==> src/rtl/control_pkg.sv <==
// Shared definitions for the PI control loop: FSM state encodings and
// signed saturation / clamping helpers.
package control_pkg;

    typedef enum logic [1:0] {
        ST_IDLE  = 2'd0,
        ST_RAMP  = 2'd1,
        ST_RUN   = 2'd2,
        ST_FAULT = 2'd3
    } state_t;

    localparam logic signed [32:0] SAT33_HI = 33'sh0_7FFF_FFFF;
    localparam logic signed [32:0] SAT33_LO = 33'sh1_8000_0000;

    // Squeeze a 33-bit signed value into the signed 32-bit range.
    function automatic logic signed [31:0] sat32(input logic signed [32:0] v);
        logic signed [31:0] r;
        if (v > SAT33_HI) begin
            r = 32'sh7FFF_FFFF;
        end else if (v < SAT33_LO) begin
            r = 32'sh8000_0000;
        end else begin
            r = v[31:0];
        end
        return r;
    endfunction

    function automatic logic signed [31:0] clamp32(
        input logic signed [31:0] v,
        input logic signed [31:0] lo,
        input logic signed [31:0] hi
    );
        logic signed [31:0] r;
        if (v > hi) begin
            r = hi;
        end else if (v < lo) begin
            r = lo;
        end else begin
            r = v;
        end
        return r;
    endfunction

endpackage

==> src/rtl/slew_limiter.sv <==
// Combinational step limiter: moves cur toward tgt by at most step.
// at_tgt flags that the full remaining distance fits in one step.
module slew_limiter (
    input  logic signed [31:0] cur,
    input  logic signed [31:0] tgt,
    input  logic [31:0]        step,
    output logic signed [31:0] next,
    output logic               at_tgt
);

    logic signed [32:0] diff;
    logic [32:0]        mag;
    logic [31:0]        lim;

    always_comb begin
        diff   = {tgt[31], tgt} - {cur[31], cur};
        mag    = diff[32] ? $unsigned(-diff) : $unsigned(diff);
        at_tgt = (mag <= {1'b0, step});
        // When at_tgt, mag <= step so its top bit is necessarily zero.
        lim    = at_tgt ? mag[31:0] : step;
        // The true result lies between cur and tgt, so 32-bit wrap arithmetic is exact.
        next   = diff[32] ? (cur - $signed(lim)) : (cur + $signed(lim));
    end

endmodule

==> src/rtl/pi_output_conditioner.sv <==
// Converts raw PI output into the modulator command: soft-start ramp, clamp,
// per-sample slew limit, anti-windup feedback and enable/fault sequencing.
module pi_output_conditioner
    import control_pkg::*;
#(
    parameter logic signed [31:0] CMD_MIN   = -32'sd1000,
    parameter logic signed [31:0] CMD_MAX   = 32'sd1000,
    parameter logic signed [31:0] CMD_INIT  = 32'sd0,
    parameter logic signed [31:0] CMD_SAFE  = 32'sd0,
    parameter logic signed [31:0] RAMP_STEP = 32'sd4,
    parameter logic signed [31:0] SLEW_MAX  = 32'sd64
) (
    input  logic        i_CLK,
    input  logic        i_RST,
    input  logic        i_STROBE,
    input  logic        i_EN,
    input  logic        i_FAULT,
    input  logic [31:0] i_PI,
    output logic [31:0] o_CMD,
    output logic [31:0] o_AW,
    output logic        o_VALID,
    output logic        o_SAT,
    output logic [1:0]  o_STATE
);

    state_t             state_reg, state_next;
    logic signed [31:0] cmd_reg, cmd_next;
    logic signed [31:0] aw_reg, aw_next;
    logic               valid_reg, valid_next;
    logic               sat_reg, sat_next;

    logic signed [31:0] pi_s;
    logic signed [31:0] tgt;
    logic [31:0]        step_sel;
    logic signed [31:0] slew_next;
    logic               slew_at_tgt;

    assign pi_s     = $signed(i_PI);
    assign tgt      = clamp32(pi_s, CMD_MIN, CMD_MAX);
    assign step_sel = (state_reg == ST_RUN) ? $unsigned(SLEW_MAX) : $unsigned(RAMP_STEP);

    slew_limiter u_slew (
        .cur    (cmd_reg),
        .tgt    (tgt),
        .step   (step_sel),
        .next   (slew_next),
        .at_tgt (slew_at_tgt)
    );

    always_ff @(posedge i_CLK) begin
        if (i_RST) begin
            state_reg <= ST_IDLE;
            cmd_reg   <= CMD_INIT;
            aw_reg    <= '0;
            valid_reg <= 1'b0;
            sat_reg   <= 1'b0;
        end else begin
            state_reg <= state_next;
            cmd_reg   <= cmd_next;
            aw_reg    <= aw_next;
            valid_reg <= valid_next;
            sat_reg   <= sat_next;
        end
    end

    always_comb begin
        state_next = state_reg;
        cmd_next   = cmd_reg;
        aw_next    = aw_reg;
        valid_next = 1'b0;
        sat_next   = sat_reg;

        if (i_FAULT) begin
            state_next = ST_FAULT;
            cmd_next   = CMD_SAFE;
            aw_next    = '0;
            sat_next   = 1'b0;
        end else begin
            case (state_reg)
                ST_IDLE: begin
                    cmd_next = CMD_INIT;
                    aw_next  = '0;
                    sat_next = 1'b0;
                    if (i_EN) begin
                        state_next = ST_RAMP;
                    end
                end
                ST_RAMP, ST_RUN: begin
                    if (!i_EN) begin
                        state_next = ST_IDLE;
                        cmd_next   = CMD_INIT;
                        aw_next    = '0;
                        sat_next   = 1'b0;
                    end else if (i_STROBE) begin
                        cmd_next   = slew_next;
                        // Anti-windup sees clamp excess only; slew limiting is invisible to it.
                        aw_next    = sat32({tgt[31], tgt} - {pi_s[31], pi_s});
                        sat_next   = (pi_s > CMD_MAX) || (pi_s < CMD_MIN);
                        valid_next = 1'b1;
                        if ((state_reg == ST_RAMP) && slew_at_tgt) begin
                            state_next = ST_RUN;
                        end
                    end
                end
                ST_FAULT: begin
                    cmd_next = CMD_SAFE;
                    aw_next  = '0;
                    sat_next = 1'b0;
                    // Leaving a fault requires the enable to drop too, so the loop re-ramps.
                    if (!i_EN) begin
                        state_next = ST_IDLE;
                        cmd_next   = CMD_INIT;
                    end
                end
                default: begin
                    state_next = ST_IDLE;
                    cmd_next   = CMD_INIT;
                end
            endcase
        end
    end

    assign o_CMD   = cmd_reg;
    assign o_AW    = aw_reg;
    assign o_VALID = valid_reg;
    assign o_SAT   = sat_reg;
    assign o_STATE = state_reg;

endmodule

==> config.mk <==
export PLATFORM = sky130hd
export DESIGN_NAME = pi_output_conditioner
export DESIGN_NICKNAME = d
export VERILOG_FILES = /design/src/rtl/control_pkg.sv /design/src/rtl/slew_limiter.sv /design/src/rtl/pi_output_conditioner.sv
export SDC_FILE = /design/constraint.sdc
export NUM_CORES = 1
export LEC_CHECK = 0
export CAP_MARGIN = 40
export CORE_UTILIZATION = 55
export CTS_BUF_LIST = sky130_fd_sc_hd__clkbuf_4 sky130_fd_sc_hd__clkbuf_8
export DETAILED_ROUTE_END_ITERATION = 10
export DONT_BUFFER_PORTS = 1
export PLACE_DENSITY = 0.7
export SLEW_MARGIN = 25
export SYNTH_ARGS = -nofsm -noshare
export SYNTH_HDL_FRONTEND = slang
export SYNTH_HIERARCHICAL = 1
export SYNTH_SLANG_ARGS = --single-unit
==> constraint.sdc <==
create_clock -name i_CLK -period 21.2 [get_ports i_CLK]
set_input_delay 4.24 -clock i_CLK [delete_from_list [all_inputs] [get_ports i_CLK]]
set_output_delay 4.24 -clock i_CLK [all_outputs]
set_load 0.02 [all_outputs]
flops_by_reg.png
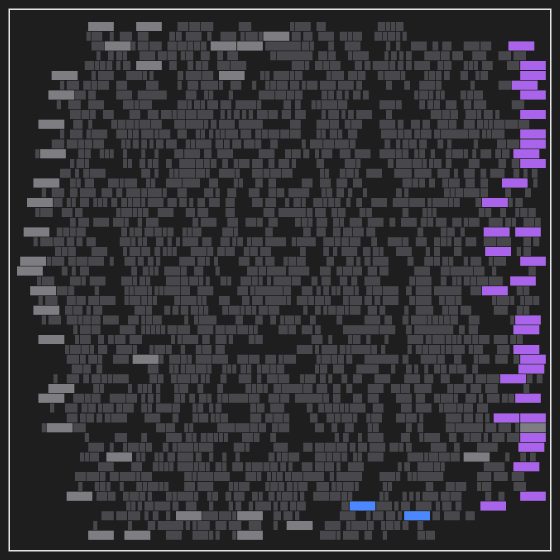
[o_AW] purple | sequential cells: 32 | where: a vertical strip on the right
[o_STATE] blue | sequential cells: 2

clocks.png
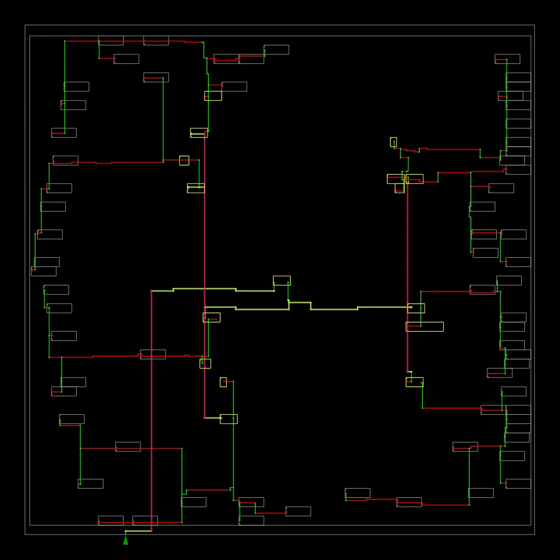
# clk buffers: 10
Post-Route Skew: 0.0170 ns
number of buffers created by CTS: 9
Clock group: 118 uW
registers: 68

power_grid.png
Pins as bars on the die edge.
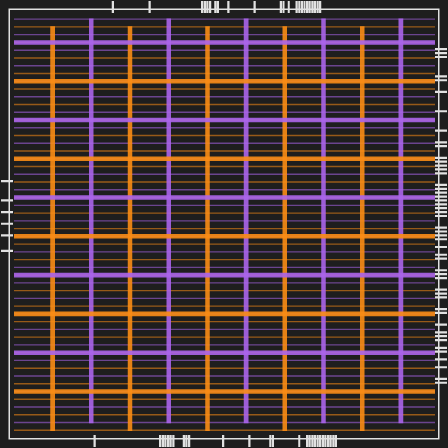
[VSS] orange
[VDD] purple
met4 straps: 10
met5 straps: 10
rows: 53
signal pins: 105
met1 rails: 54

==> run summary <==
Observations from the implementation run.

Setup path:
- The run gives the cell depth of the worst setup path as 51.
- The startpoint identified for the worst register-to-register timing path is o_CMD[6]$_SDFFE_PP0P_.
- According to the timing report, the arrival time at the worst endpoint equals 16.67 ns.

Synth:
- The run gives the tally of unique sky130hd cells used after synthesis as 117.
- The run gives the post-synthesis sequential element count as 68.
- The run puts the share of Yosys cell area claimed by the top area cell type at 0.139.
- Counting flops with a built-in enable in the synthesized netlist gives 0.

Final timing:
- The run puts the count of final hold-check violations at 0.
- The run puts the total setup violations reported at the end of the flow at 0.
- The run puts the total count of max-transition violations in the final report at 0.
- After layout, the worst setup slack is 4.79 ns.

Final layout:
- Per the layout area report, the register area comes to 1360 sq um.
- The run gives the area added between synthesis and finish as 4.16%.

Pwr:
- The run puts the maximum vdd ir drop at 0.0405 mV.
- The run gives the power density over the cells as 77.7 nW/um^2.

Run status:
- The run finished with clean final reports.

GRT:
- The run puts the all-layer global routing usage at 0.297.

Route:
- The run gives the average wire length per cell after detail routing as 17.3 um.

Worst hold path:
- For the worst min-delay path, the startpoint reported by OpenROAD is o_AW[27]$_SDFFE_PP0P_.

Clock network:
- Hold repair after CTS inserted 0 buffers.
[per-stage QoR]
stage | cell area (sq um) | hold WS [ns] | power (mW) | util
3_3_place_gp | 12300 | 0.553 | 0.836 | 0.580
5_1_grt | 12600 | 0.591 | 1.06 | 0.590
6_report | 12600 | 0.567 | 0.976 | 0.590
4_1_cts | 12600 | 0.572 | 0.968 | 0.590
2_1_floorplan | 12300 | 0.537 | 0.736 | -
3_5_place_dp | 12400 | 0.561 | 0.845 | 0.581
[synthesized netlist by cell type, types with 6 or more instances]
library cell,number
o21a_1,14
and2_1,15
nor3b_1,7
o21bai_1,13
maj3_2,8
ha_1,134
buf_6,10
a211o_1,11
a21oi_1,165
o211ai_1,10
nor4_1,12
clkbuf_1,29
xor2_1,46
dfxtp_1,68
nand2_1,103
and3_1,15
a221o_1,19
a311oi_1,6
o31ai_1,10
nand2b_1,20
a211oi_1,10
nor3_1,39
xnor2_1,83
nand4_1,31
a2111oi_0,8
or3_1,7
nor2_1,155
nand3b_1,6
a31oi_1,26
a21o_1,55
inv_1,131
buf_2,15
o21ai_1,15
nor2b_1,13
mux2i_1,42
o21ai_0,89
nand3_1,37
[per-layer routing]
metal / vias to the layer above / global-route usage
met2: 329 / 0.495
met5: - / 0
met1: 5492 / 0.398
li1: 5961 / -
met3: 51 / 0.0239
met4: 0 / 0.107
[cell type report]
class	count	share of cell area
well taps	275	0.0274
clock buffers	10	0.0110
flip-flops and latches	68	0.108
repair buffers	12	0.00727
inverters	134	0.0402
clock inverters	6	0.00508
multi-input cells	1434	0.801
[worst reg2reg max path: cells and delay by family (launching register included)]
family / cells / cell delay [ns]
compound gates: 16 / 3.63
buf+inv: 3 / 0.87
simple gates: 15 / 3.36
flops: 1 / 0.63
mux: 2 / 0.34
xor+xnor: 3 / 0.76
fa+ha+maj: 4 / 1.32
[placed cells by master (no fill, tap or decap), drive strengths merged, types with 7 or more instances in the layout]
cell type / synthesis / final
inv: 133 / 133
o2111ai: 7 / 7
o21a: 15 / 15
mux2i: 42 / 42
clkbuf: 30 / 10
xor2: 49 / 49
nand4: 31 / 31
nand2b: 20 / 20
ha: 134 / 134
o31a: 7 / 7
nand3: 39 / 39
a21o: 55 / 55
xnor2: 83 / 83
a31oi: 26 / 26
a221o: 19 / 19
a211o: 11 / 11
or2: 8 / 8
a21boi: 7 / 7
maj3: 11 / 11
nor3b: 9 / 9
and3: 15 / 15
o21ai: 107 / 107
nor4: 13 / 13
o211ai: 10 / 10
and2: 16 / 16
a2111oi: 11 / 11
nand2: 105 / 105
a211oi: 12 / 12
buf: 35 / 12
o21bai: 13 / 13
nor2: 155 / 155
o31ai: 16 / 16
dfxtp: 68 / 68
nor2b: 13 / 13
conb: 1 / 68
nor3: 42 / 42
or3: 7 / 7
a21oi: 171 / 171
[cell families after synthesis]
family	count (synthesis)	share of synthesized area
AND/OR/NAND/NOR	496	0.207
other	1	0.000311
buffers and inverters	201	0.0742
AND-OR/OR-AND	543	0.314
XOR/XNOR	133	0.0996
adder cells (fa/ha/maj)	148	0.154
flip-flops	68	0.113
multiplexers	46	0.0386
No activity file was given, so power comes from the tool's default toggle rates.
